[config.mk]
export PLATFORM = sky130hd
export DESIGN_NAME = bcd_serial_alu
export DESIGN_NICKNAME = d
export VERILOG_FILES = /design/src/rtl/bcd_serial_alu.sv
export SDC_FILE = /design/constraint.sdc
export NUM_CORES = 1
export LEC_CHECK = 0
export CORE_ASPECT_RATIO = 0.8
export CORE_MARGIN = 1.5
export CORE_UTILIZATION = 49
export DETAILED_ROUTE_END_ITERATION = 10
export PLACE_DENSITY = 0.81
export SLEW_MARGIN = 20
export SYNTH_ARGS = -nofsm -noshare
export SYNTH_HDL_FRONTEND = slang
export SYNTH_SLANG_ARGS = --single-unit
[constraint.sdc]
create_clock -name cph2 -period 3.4 [get_ports cph2]
set_input_delay 0.34 -clock cph2 [delete_from_list [all_inputs] [get_ports cph2]]
set_output_delay 0.34 -clock cph2 [all_outputs]
set_load 0.02 [all_outputs]
[src/rtl/bcd_serial_alu.sv]
// bcd_serial_alu
// Bit-serial decimal/hex arithmetic unit with three working registers A, B, C
// of DIGITS 4-bit digits. One field-restricted operation runs per word time
// (W = 4*DIGITS cycles). Bits are processed LSB-first, one per cph2 cycle.
// Each digit is decimal-adjusted when its fourth bit has been summed.
//
// Optional feature macro: BCD_ALU_HEX_MODE_EN. When it is defined, op_hex
// selects radix 16 for the operation. When it is undefined, op_hex is
// ignored and all arithmetic is radix 10.
//
// Ports
//   cph2       system clock, rising edge
//   rst        synchronous active-high reset
//   op_valid   operation request
//   op_ready   operation can be accepted (idle)
//   op_code    operation select
//   op_hex     radix select, 1 = hex (only with BCD_ALU_HEX_MODE_EN)
//   fld_lo     lowest digit of the field, inclusive
//   fld_hi     highest digit of the field, inclusive (clamped to DIGITS-1)
//   ld_en      parallel load strobe, honoured only when idle
//   ld_sel     load target 0=A 1=B 2=C (3 ignored)
//   ld_data    parallel load value
//   a_q/b_q/c_q register contents, valid while busy=0
//   carry      result flag of the last completed operation
//   busy       operation in progress
//   start      first busy cycle (digit 0, bit 0)
//   done       one-cycle pulse in the completion cycle
//   state_dbg  FSM state (0 = IDLE, 1 = RUN)
//
// Handshake: an operation is accepted on a rising edge where op_valid and
// op_ready are both high; op_code, op_hex and the field are captured on that
// edge. op_ready is low for the whole run and returns high together with
// done, so a new operation can be accepted in the completion cycle.
// An accepted operation wins over a parallel load in the same cycle.
//
// DIGITS must be at least 2.

module bcd_serial_alu #(
    parameter int DIGITS = 14,
    parameter int FW     = $clog2(DIGITS)
) (
    input  logic                cph2,
    input  logic                rst,
    input  logic                op_valid,
    output logic                op_ready,
    input  logic [3:0]          op_code,
    input  logic                op_hex,
    input  logic [FW-1:0]       fld_lo,
    input  logic [FW-1:0]       fld_hi,
    input  logic                ld_en,
    input  logic [1:0]          ld_sel,
    input  logic [4*DIGITS-1:0] ld_data,
    output logic [4*DIGITS-1:0] a_q,
    output logic [4*DIGITS-1:0] b_q,
    output logic [4*DIGITS-1:0] c_q,
    output logic                carry,
    output logic                busy,
    output logic                start,
    output logic                done,
    output logic                state_dbg
);

    localparam int            W        = 4 * DIGITS;
    localparam logic [FW-1:0] LAST_DIG = FW'(DIGITS - 1);

    typedef enum logic {IDLE = 1'b0, RUN = 1'b1} state_t;

    state_t        state, state_nxt;
    logic          accept, last_cycle;

    logic [3:0]    opc;
    logic [FW-1:0] lo_r, hi_r, hi_clamp;
    logic          empty_r;
    logic [1:0]    bit_cnt;
    logic [FW-1:0] dig_cnt;
    logic          cy;          // bit carry inside a digit, digit carry at digit end
    logic [2:0]    sbuf;        // raw sum bits 0..2 of the current digit
    logic [3:0]    hold;        // previous original A digit, source for SLA
    logic          flag;

    logic          hex;
    logic          is_sub, init_c, x_bit, y_bit;
    logic          arith, wr_a, wr_c, in_field, digit_end;
    logic          cin, s_bit, c_bit, dig_cy, flag_nxt;
    logic [3:0]    raw, dig_res, cur_a, cur_c, new_a, new_c;

`ifdef BCD_ALU_HEX_MODE_EN
    logic          hex_r;
`else
    logic          unused_hex;
    assign unused_hex = op_hex;
`endif

    assign hi_clamp = (fld_hi > LAST_DIG) ? LAST_DIG : fld_hi;

    // ---------------- FSM ----------------
    always_ff @(posedge cph2) begin
        if (rst) state <= IDLE;
        else     state <= state_nxt;
    end

    always_comb begin
        state_nxt  = state;
        accept     = 1'b0;
        last_cycle = (bit_cnt == 2'd3) && (dig_cnt == LAST_DIG);
        busy       = (state == RUN);
        op_ready   = (state == IDLE);
        start      = (state == RUN) && (bit_cnt == 2'd0) && (dig_cnt == '0);
        state_dbg  = state;
        case (state)
            IDLE: if (op_valid) begin
                accept    = 1'b1;
                state_nxt = RUN;
            end
            RUN:  if (last_cycle) state_nxt = IDLE;
            default: state_nxt = IDLE;
        endcase
    end

    // ---------------- serial datapath ----------------
    always_comb begin
`ifdef BCD_ALU_HEX_MODE_EN
        hex = hex_r;
`else
        hex = 1'b0;
`endif
        is_sub = 1'b0;
        init_c = 1'b0;
        x_bit  = 1'b0;
        y_bit  = 1'b0;
        case (opc)
            4'd1:  begin x_bit = a_q[0]; y_bit = b_q[0]; end
            4'd2:  begin x_bit = a_q[0]; y_bit = b_q[0]; is_sub = 1'b1; end
            4'd3,
            4'd5:  begin x_bit = a_q[0]; y_bit = c_q[0]; end
            4'd4,
            4'd6,
            4'd11: begin x_bit = a_q[0]; y_bit = c_q[0]; is_sub = 1'b1; end
            4'd7:  begin x_bit = c_q[0]; init_c = 1'b1; end
            4'd8:  begin x_bit = c_q[0]; init_c = 1'b1; is_sub = 1'b1; end
            4'd9:  begin y_bit = c_q[0]; is_sub = 1'b1; end
            4'd10: begin y_bit = c_q[0]; init_c = 1'b1; is_sub = 1'b1; end
            default: ;
        endcase

        arith     = opc inside {[4'd1:4'd11]};
        wr_a      = opc inside {4'd1, 4'd2, 4'd3, 4'd4, 4'd13, 4'd14, 4'd15};
        wr_c      = opc inside {[4'd5:4'd10], 4'd15};
        in_field  = !empty_r && (dig_cnt >= lo_r) && (dig_cnt <= hi_r);
        digit_end = (bit_cnt == 2'd3);

        // The chain restarts at the first field digit; whatever cy holds
        // from digits below the field is discarded there.
        cin   = (bit_cnt == 2'd0 && dig_cnt == lo_r) ? init_c : cy;
        s_bit = x_bit ^ y_bit ^ cin;
        c_bit = is_sub ? ((~x_bit & y_bit) | (~(x_bit ^ y_bit) & cin))
                       : ((x_bit & y_bit) | (cin & (x_bit ^ y_bit)));

        raw = {s_bit, sbuf};
        if (hex) begin
            dig_cy  = c_bit;
            dig_res = raw;
        end else if (is_sub) begin
            dig_cy  = c_bit;
            dig_res = c_bit ? raw - 4'd6 : raw;
        end else begin
            dig_cy  = c_bit || (raw > 4'd9);
            dig_res = dig_cy ? raw + 4'd6 : raw;
        end

        // At bit 3 the current digit's bits 0..2 have rotated to the top of
        // the register and bit 3 sits at position 0, all still original.
        cur_a = {a_q[0], a_q[W-1:W-3]};
        cur_c = {c_q[0], c_q[W-1:W-3]};

        case (opc)
            4'd13:   new_a = (dig_cnt == hi_r) ? 4'd0 : a_q[4:1];  // next digit, not yet rotated
            4'd14:   new_a = (dig_cnt == lo_r) ? 4'd0 : hold;
            4'd15:   new_a = cur_c;
            default: new_a = dig_res;
        endcase
        new_c = (opc == 4'd15) ? cur_a : dig_res;

        flag_nxt = flag;
        if (digit_end && in_field) begin
            if (arith && dig_cnt == hi_r) flag_nxt = dig_cy;
            if (opc == 4'd12)             flag_nxt = flag | (cur_c != 4'd0);
        end
    end

    always_ff @(posedge cph2) begin
        if (rst) begin
            a_q     <= '0;
            b_q     <= '0;
            c_q     <= '0;
            carry   <= 1'b0;
            done    <= 1'b0;
            opc     <= 4'd0;
            lo_r    <= '0;
            hi_r    <= '0;
            empty_r <= 1'b0;
            bit_cnt <= 2'd0;
            dig_cnt <= '0;
            cy      <= 1'b0;
            sbuf    <= 3'd0;
            hold    <= 4'd0;
            flag    <= 1'b0;
`ifdef BCD_ALU_HEX_MODE_EN
            hex_r   <= 1'b0;
`endif
        end else begin
            done <= 1'b0;
            if (accept) begin
                opc     <= op_code;
                lo_r    <= fld_lo;
                hi_r    <= hi_clamp;
                empty_r <= (fld_lo > hi_clamp);
                bit_cnt <= 2'd0;
                dig_cnt <= '0;
                flag    <= 1'b0;
`ifdef BCD_ALU_HEX_MODE_EN
                hex_r   <= op_hex;
`endif
            end else if (state == IDLE) begin
                if (ld_en) begin
                    case (ld_sel)
                        2'd0:    a_q <= ld_data;
                        2'd1:    b_q <= ld_data;
                        2'd2:    c_q <= ld_data;
                        default: ;
                    endcase
                end
            end else begin
                // Every register rotates right one bit per cycle and is back
                // in place after W cycles; a written digit replaces its raw
                // bits as it completes.
                bit_cnt <= bit_cnt + 2'd1;
                if (digit_end) dig_cnt <= dig_cnt + 1'b1;
                cy   <= digit_end ? dig_cy : c_bit;
                sbuf <= {s_bit, sbuf[2:1]};
                flag <= flag_nxt;
                b_q  <= {b_q[0], b_q[W-1:1]};
                a_q  <= (digit_end && in_field && wr_a) ? {new_a, a_q[W-4:1]}
                                                       : {a_q[0], a_q[W-1:1]};
                c_q  <= (digit_end && in_field && wr_c) ? {new_c, c_q[W-4:1]}
                                                       : {c_q[0], c_q[W-1:1]};
                if (digit_end) hold <= cur_a;
                if (last_cycle) begin
                    done  <= 1'b1;
                    carry <= flag_nxt;
                end
            end
        end
    end

endmodule

==> flow_metrics.env, run 1 <==
# physical design summary
export IMPL_status="complete, no violations"
export IMPL_ys_area_um2=9390
export IMPL_syn2layout_area_growth_pct=33.9
export IMPL_hold_end="hold[2]"
export IMPL_startpoint_type="flip-flop"
export IMPL_tool_warnings=36
export IMPL_fp_dieW_um=158
export IMPL_dieArea_um2=20000
export IMPL_wl_per_cell_um=16.8
export IMPL_rrSetupSlack_ps=190
export IMPL_top_layer_used="met4"
export IMPL_fin_hold_ws_ps=386
export IMPL_cts_root_buffer="clkbuf_16"
export IMPL_largest_area_cell="dfxtp_1"
export IMPL_portBuffers=247
export IMPL_globalRouteMet2Util_pct=41.1
export IMPL_place_area_um2=12000
export IMPL_cts_resized=0
export IMPL_drive_gt1_share_pct=4.62
export IMPL_antenna_found_initial=0
export IMPL_synth_cells=1140
export IMPL_cp_cell_sequence="inv_1, ha_1, and4_1, nand2_1, mux2i_1, fa_2, o311a_1, o221a_1, a211o_1, a211oi_2"
export IMPL_met1_usage_pct=34.6
export IMPL_min_delay_start="rst"
export IMPL_grt_ovfl_total=0
export IMPL_lay_top_count="clkdlybuf4s50_1"
export IMPL_clock_sinks=199
export IMPL_die_height_um=127
export IMPL_synth_flops=199
export IMPL_synthesis_nets=1236
export IMPL_grtUsageMet3_pct=8.61
export IMPL_drv_cap=0
export IMPL_top_cell="nor2_1"
export IMPL_final_area_um2=12600
export IMPL_wl_met3_mm=2.42
export IMPL_pg_seq_mw=2.52
[run 1: sequential cells by signal (all words and copies together) (netlist names), 2 cells and up]
name and cells:
sbuf 3, lo_r 4, opc 4, hi_r 4
dig_cnt 4, b_q 56, bit_cnt 2, a_q 56
hold 4, c_q 56
[run 1: final cells by class]
type | instances | area [um2]
Clock buffer | 18 | 429
Clock inverter | 14 | 146
Fill cell | 1555 | 6280
Inverter | 20 | 75.1
Multi-Input combinational cell | 832 | 4990
Sequential cell | 199 | 3990
Tap cell | 258 | 323
Timing Repair Buffer | 260 | 2620
[run 1: logic make-up after synthesis]
logic type | synth area share (%)
compound gates | 20.1
xor+xnor | 0.560
fa+ha+maj | 2.96
simple gates | 16.3
buf+inv | 4.76
flops | 42.4
mux | 12.9
==> run_1/registers.png <==
The bar under the picture is 50 um long.
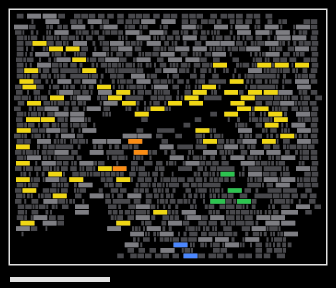
legend:
  sbuf:
    color: orange
    sequential_cells: 3
  bit_cnt:
    color: blue
    sequential_cells: 2
  opc:
    color: green
    sequential_cells: 4
  c_q:
    color: yellow
    sequential_cells: 56
Final Core Density: 66.7%
register area: 3990 um2

==> run_1/final_clocks.png <==
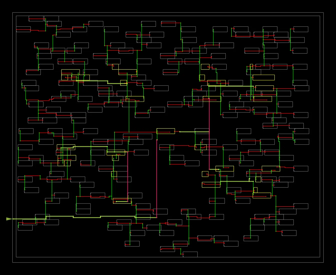
Fin Clk Skew: 8.97 ps
Layout clock buffers: 18
P_clk: 1.98 mW
registers: 199

==> run_1/zoom.png <==
Region (103, 17) to (133, 47) um. Cells in gray, sequential cells in the stronger gray; small squares are vias.
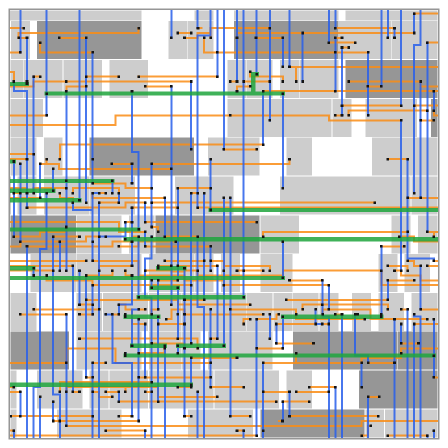
legend:
  met1:
    color: orange
  met3:
    color: green
  met2:
    color: blue
sequential cells in the window: 10
most frequent: dfxtp_1 (9), nor2_1 (8), ha_1 (8)
netlist names of flops here include: opc (4), a_q (2), hi_r (2)
cells with their middle in the window: 74

==> run_1/clock_map.png <==
The bar under the picture is 50 um long.
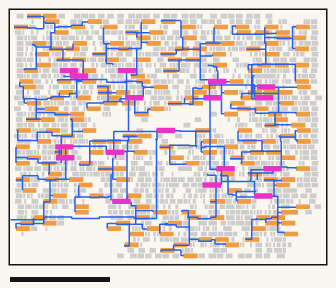
legend:
  cells driving clock nets:
    color: magenta
    count: 17
  flip-flops:
    color: orange
    count: 199
  clock wires:
    color: blue
    length: 2280 um
routed clock nets: 18
Clk pwr share: 36.8%
clock latency on the worst-skew pair: 430 ps

==> run_1/drive_strength.png <==
The bar under the picture is 50 um long.
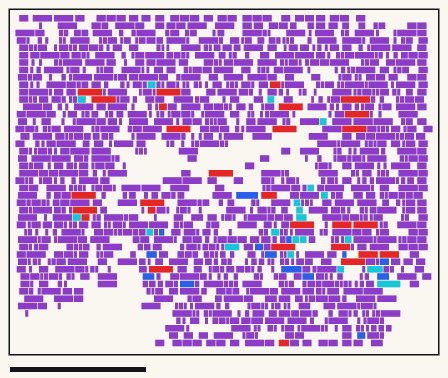

==> inputs of run 2 (changes only) <==
ABC_AREA = 1   (was unset)
==> run_2/drive_strength.png <==
The bar under the picture is 50 um long.
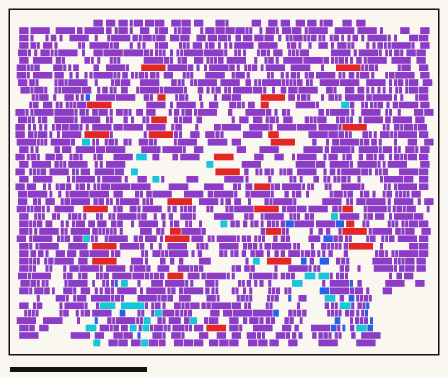
legend:
  drive 1 or less:
    color: purple
    cells: 1472
    share: 95%
  drive 3 to 4:
    color: cyan
    cells: 27
    share: 1.7%
  drive 2:
    color: blue
    cells: 22
    share: 1.4%
  drive 6 and up:
    color: red
    cells: 30
    share: 1.9%
Non-clk bufs: 262
Area growth syn-to-layout: 34.9%

==> run_2/clock_map.png <==
The bar under the picture is 50 um long.
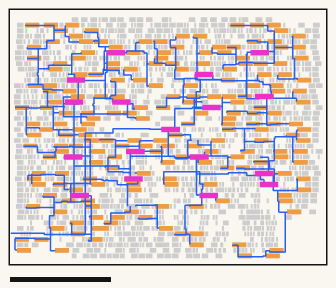
legend:
  cells driving clock nets:
    color: magenta
    count: 17
  flip-flops:
    color: orange
    count: 199
  clock wires:
    color: blue
    length: 2350 um
routed clock nets: 18
flops lie: all over the die
Clk pwr share: 35.6%
Fin Clk Skew: 14.8 ps
P_clk: 2.06 mW

==> flow_metrics.env, run 2 <==
# physical design summary
export IMPL_status="complete, no violations"
export IMPL_pg_seq_mw=2.59
export IMPL_synth_cells=1342
export IMPL_cpLargestDelayFamily="simple AND/OR/NAND/NOR gates"
export IMPL_initCoreUtil_pct=50.4
export IMPL_min_delay_start="rst"
export IMPL_finalCritPeriodShare_pct=89.9
export IMPL_startpoint="dig_cnt[0]"
export IMPL_antenna_found_initial=0
export IMPL_core_area_um2=18300
export IMPL_die_height_um=126
export IMPL_crit_end="a_q[53]"
export IMPL_relSlewSlack_pct=34.0
export IMPL_lay_top_count="nand2_1"
export IMPL_synthesis_nets=1438
export IMPL_power_leader="registers"
export IMPL_gp_congestion=0.929
export IMPL_top_layer_used="met4"
export IMPL_place_area_um2=11900
export IMPL_fillers=1594
export IMPL_drive_gt1_share_pct=5.09
export IMPL_final_area_um2=12500
export IMPL_simple_gate_share_pct=27.7
export IMPL_slowest_stage="fa_1"
export IMPL_cp_common_cell="nand2_1"
export IMPL_comb_power_mw=1.13
export IMPL_cts_root_buffer="clkbuf_16"
export IMPL_portBuffers=247
export IMPL_cp_depth=18
export IMPL_drc=0
export IMPL_drv_cap=0
export IMPL_swShare_pct=31.6
export IMPL_wl_per_cell_um=16.5
export IMPL_top_cell="nand2_1"
export IMPL_synth_flops=199
export IMPL_dieArea_um2=19700
export IMPL_rows=44
export IMPL_top_cell_area_share_pct=43.1
export IMPL_startpoint_type="flip-flop"
export IMPL_rrSetupSlack_ps=340
export IMPL_compound_area_share_pct=17.9
export IMPL_ys_sh_adder_pct=3.00
export IMPL_grt_pass1_wl_mm=47.3
export IMPL_fin_hold_ws_ps=316
export IMPL_grt_ovfl_total=0
export IMPL_fp_dieW_um=157
export IMPL_p_int_mw=3.95
export IMPL_ys_types=36
export IMPL_cts_resized=0
export IMPL_synthXorXnorAreaFrac_pct=0
export IMPL_wl_met3_mm=2.83
export IMPL_tool_warnings=34
export IMPL_path_class="reg -> reg"
export IMPL_ys_area_um2=9240
export IMPL_cp_cell_sequence="inv_1, ha_1, nand3_1, inv_1, nand2_1, nor2_1, a21oi_1, fa_1, inv_1, o21ai_1, nor2_2, nor2_4, nand2_1, nand3_1, nand2_1, nand2_1, a21oi_1, nor2_1"
export IMPL_logic_family="simple AND/OR/NAND/NOR gates"
export IMPL_largest_area_cell="dfxtp_1"
export IMPL_final_core_util_pct=68.0
export IMPL_rsz0062_at_grt="no"
export IMPL_worst_slew_pin_slew_ps=989
export IMPL_mux_area_share_pct=0
export IMPL_max_freq_ghz=0.327
export IMPL_dr_first_iter_drc_count=876
export IMPL_timing_rr_end="a_q[53]"
export IMPL_hold_end="dig_cnt[0]"
export IMPL_largestRegisters="a_q x56, b_q x56, c_q x56"
==> run_2/final_clocks.png <==
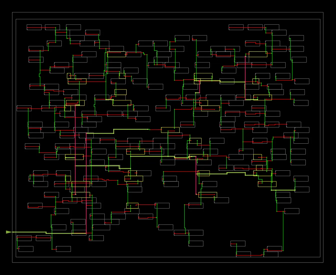
clock latency on the worst-skew pair: 440 ps
Sink Count: 199

[run 2: cell count changes after synthesis, moves of 87 or more]
| cell | before | now |
|---|---|---|
| a31oi_1 | 3 | 139 |
| inv_1 | 20 | 107 |
| nand2_1 | 94 | 501 |
| nor2_1 | 235 | 87 |
| mux2i_1 | 120 | 0 |
| a21oi_1 | 180 | 61 |
[run 2: final cells by class]
type,instances,area (um2),area share [%]
timing repair buffer,262,2610,20.9
sequential,199,3990,32.0
multi-input combinational,942,4520,36.2
tap,253,317,2.54
inverter,116,435,3.49
clock inverter,14,155,1.24
clock buffer,18,450,3.61
[run 2: routing by layer]
metal	track usage [%]	up-vias
met5	0	-
met4	10.8	0
met3	8.77	52
met2	47.0	441
met1	40.2	4623
li1	-	4779
==> run_2/zoom.png <==
Region (102, 16) to (132, 46) um. Cells in gray, sequential cells in the stronger gray; small squares are vias.
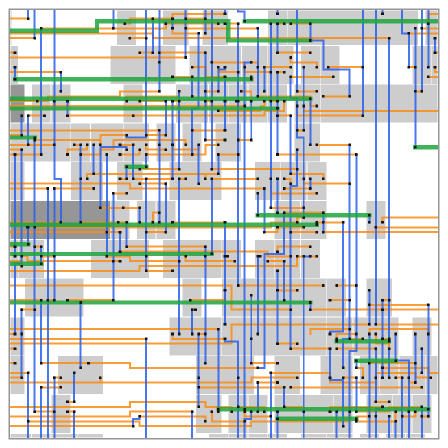

==> inputs of run 3 (changes only) <==
SLEW_MARGIN = 40   (was 20)
==> run_3/zoom.png <==
Region (102, 16) to (132, 46) um. Cells in gray, sequential cells in the stronger gray; small squares are vias.
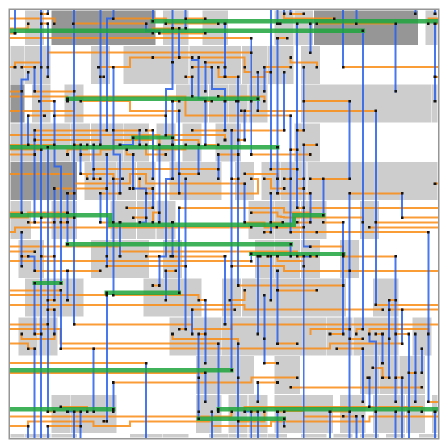

==> run_3/drive_strength.png <==
The bar under the picture is 50 um long.
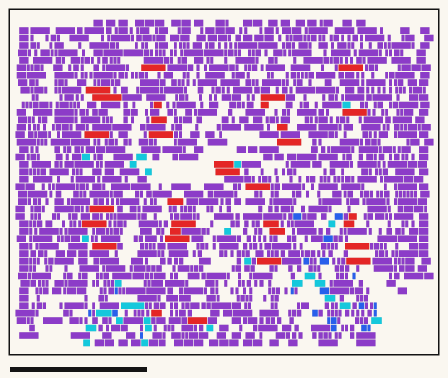
setup ws final: 346 ps
design area: 12500 um2
Area growth syn-to-layout: 35.2%

==> run_3/registers.png <==
The bar under the picture is 50 um long.
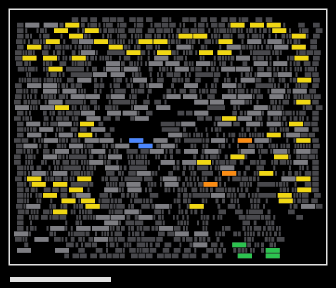
register area: 3990 um2
Final Core Density: 68.2%
Seq. pwr: 2.59 mW
Seq/total area: 31.9%

==> flow_metrics.env, run 3 <==
# physical design summary
export IMPL_status="complete, no violations"
export IMPL_edf_count=0
export IMPL_grtUsageMet3_pct=9.94
export IMPL_rrSetupSlack_ps=350
export IMPL_async_reset_ff_share_pct=0
export IMPL_top_layer_used="met4"
export IMPL_portBuffers=247
export IMPL_grt_busiest_layer="met2"
export IMPL_cp_depth=19
export IMPL_dr_first_iter_drc_count=835
export IMPL_synthXorXnorAreaFrac_pct=0
export IMPL_clock_power_share_pct=36.4
export IMPL_drive_gt1_share_pct=5.09
export IMPL_period_needed_ps=3050
export IMPL_compound_area_share_pct=17.9
export IMPL_met1_usage_pct=39.6
export IMPL_startpoint="dig_cnt[3]"
export IMPL_ys_types=36
export IMPL_ys_area_um2=9240
export IMPL_cts_root_buffer="clkbuf_16"
export IMPL_max_stage_delay_ps=520
export IMPL_top_cell="nand2_1"
export IMPL_dpl_worst_slack_ps=322
export IMPL_ys_cells=1342
export IMPL_largest_area_cell="dfxtp_1"
export IMPL_lay_top_count="nand2_1"
export IMPL_syn_area_um2=9240
export IMPL_setup_viol=0
export IMPL_swShare_pct=31.1
export IMPL_core_area_um2=18300
export IMPL_die_height_um=126
export IMPL_crit_end="a_q[53]"
export IMPL_worst_slew_pin_slew_ps=816
export IMPL_largestRegisters="a_q x56, b_q x56, c_q x56"
export IMPL_rows=44
export IMPL_synth_flops=199
export IMPL_cp_common_cell="nand2_1"
export IMPL_dieArea_um2=19700
export IMPL_drc=0
export IMPL_fillers=1587
export IMPL_timing_rr_end="a_q[53]"
export IMPL_cpLargestDelayFamily="simple AND/OR/NAND/NOR gates"
export IMPL_path_class="reg -> reg"
export IMPL_fp_dieW_um=157
export IMPL_ys_sh_adder_pct=3.00
export IMPL_pwr_density_cell_nw_per_um2=468
export IMPL_finalCritPeriodShare_pct=89.8
export IMPL_wl_per_cell_um=16.6
export IMPL_synth_cells=1342
export IMPL_synthesis_nets=1438
export IMPL_postCtsHoldBufs=0
export IMPL_cp_cell_sequence="ha_1, nand2_1, inv_1, nand3_1, inv_1, nand2_1, nor2_1, a21oi_1, fa_1, inv_1, o21ai_1, nor2_2, nor2_4, nand2_1, nand3_1, nand2_1, nand2_1, a21oi_1, nor2_1"
export IMPL_startpoint_type="flip-flop"
export IMPL_cts_resized=0
export IMPL_fin_hold_ws_ps=329
export IMPL_grt_ovfl_total=0
export IMPL_logic_family="simple AND/OR/NAND/NOR gates"
export IMPL_initCoreUtil_pct=50.4
export IMPL_simple_gate_share_pct=27.7
export IMPL_final_max_slew_viol_count=0
export IMPL_rsz0062_at_grt="no"
export IMPL_clock_latency_ps=440
export IMPL_logic_area_um2=4520
export IMPL_min_delay_start="rst"
export IMPL_globalRouteMet2Util_pct=47.0
export IMPL_hold_end="hi_r[0]"
export IMPL_max_freq_ghz=0.327
export IMPL_clock_skew_ps=16.7
export IMPL_gp_congestion=0.929
export IMPL_slowest_stage="fa_1"
export IMPL_place_hpwl_mm=20.7
export IMPL_drv_cap=0
export IMPL_p_int_mw=4.03
export IMPL_wl_met3_mm=3.04
export IMPL_grt_pass1_wl_mm=47.6
export IMPL_tool_warnings=34
export IMPL_mux_area_share_pct=0
export IMPL_antenna_found_initial=0
export IMPL_relSlewSlack_pct=45.6
export IMPL_top_cell_area_share_pct=43.1
export IMPL_clock_sinks=199
export IMPL_cts_buffers=17
==> run 3: per-stage QoR <==
step                std cells  instance area [um2]
detailed placement       1772                11900
global route             1804                12500
global placement         1772                11900
CTS                      1804                12500
finish                   1804                12500
floorplan                1342                 9240
==> run 3: power groups by stage <==
stage                     Clock [mW]  Sequential [mW]  Combinational (mW)
after floorplan                    0             2.75               0.495
after global placement             0             2.64                1.10
after detailed placement           0             2.64                1.12
after CTS                       2.15             2.59                1.13
after global routing            2.26             2.61                1.22
final                           2.13             2.59                1.13
==> run 3: layout make-up <==
cell class	instances	area share (%)
clock buffer	18	3.60
clock inverter	14	1.44
inverter	116	3.48
multi-input combinational	942	36.1
sequential	199	31.9
tap	253	2.53
timing repair buffer	262	20.9
Power and IR drop assume default switching activity.
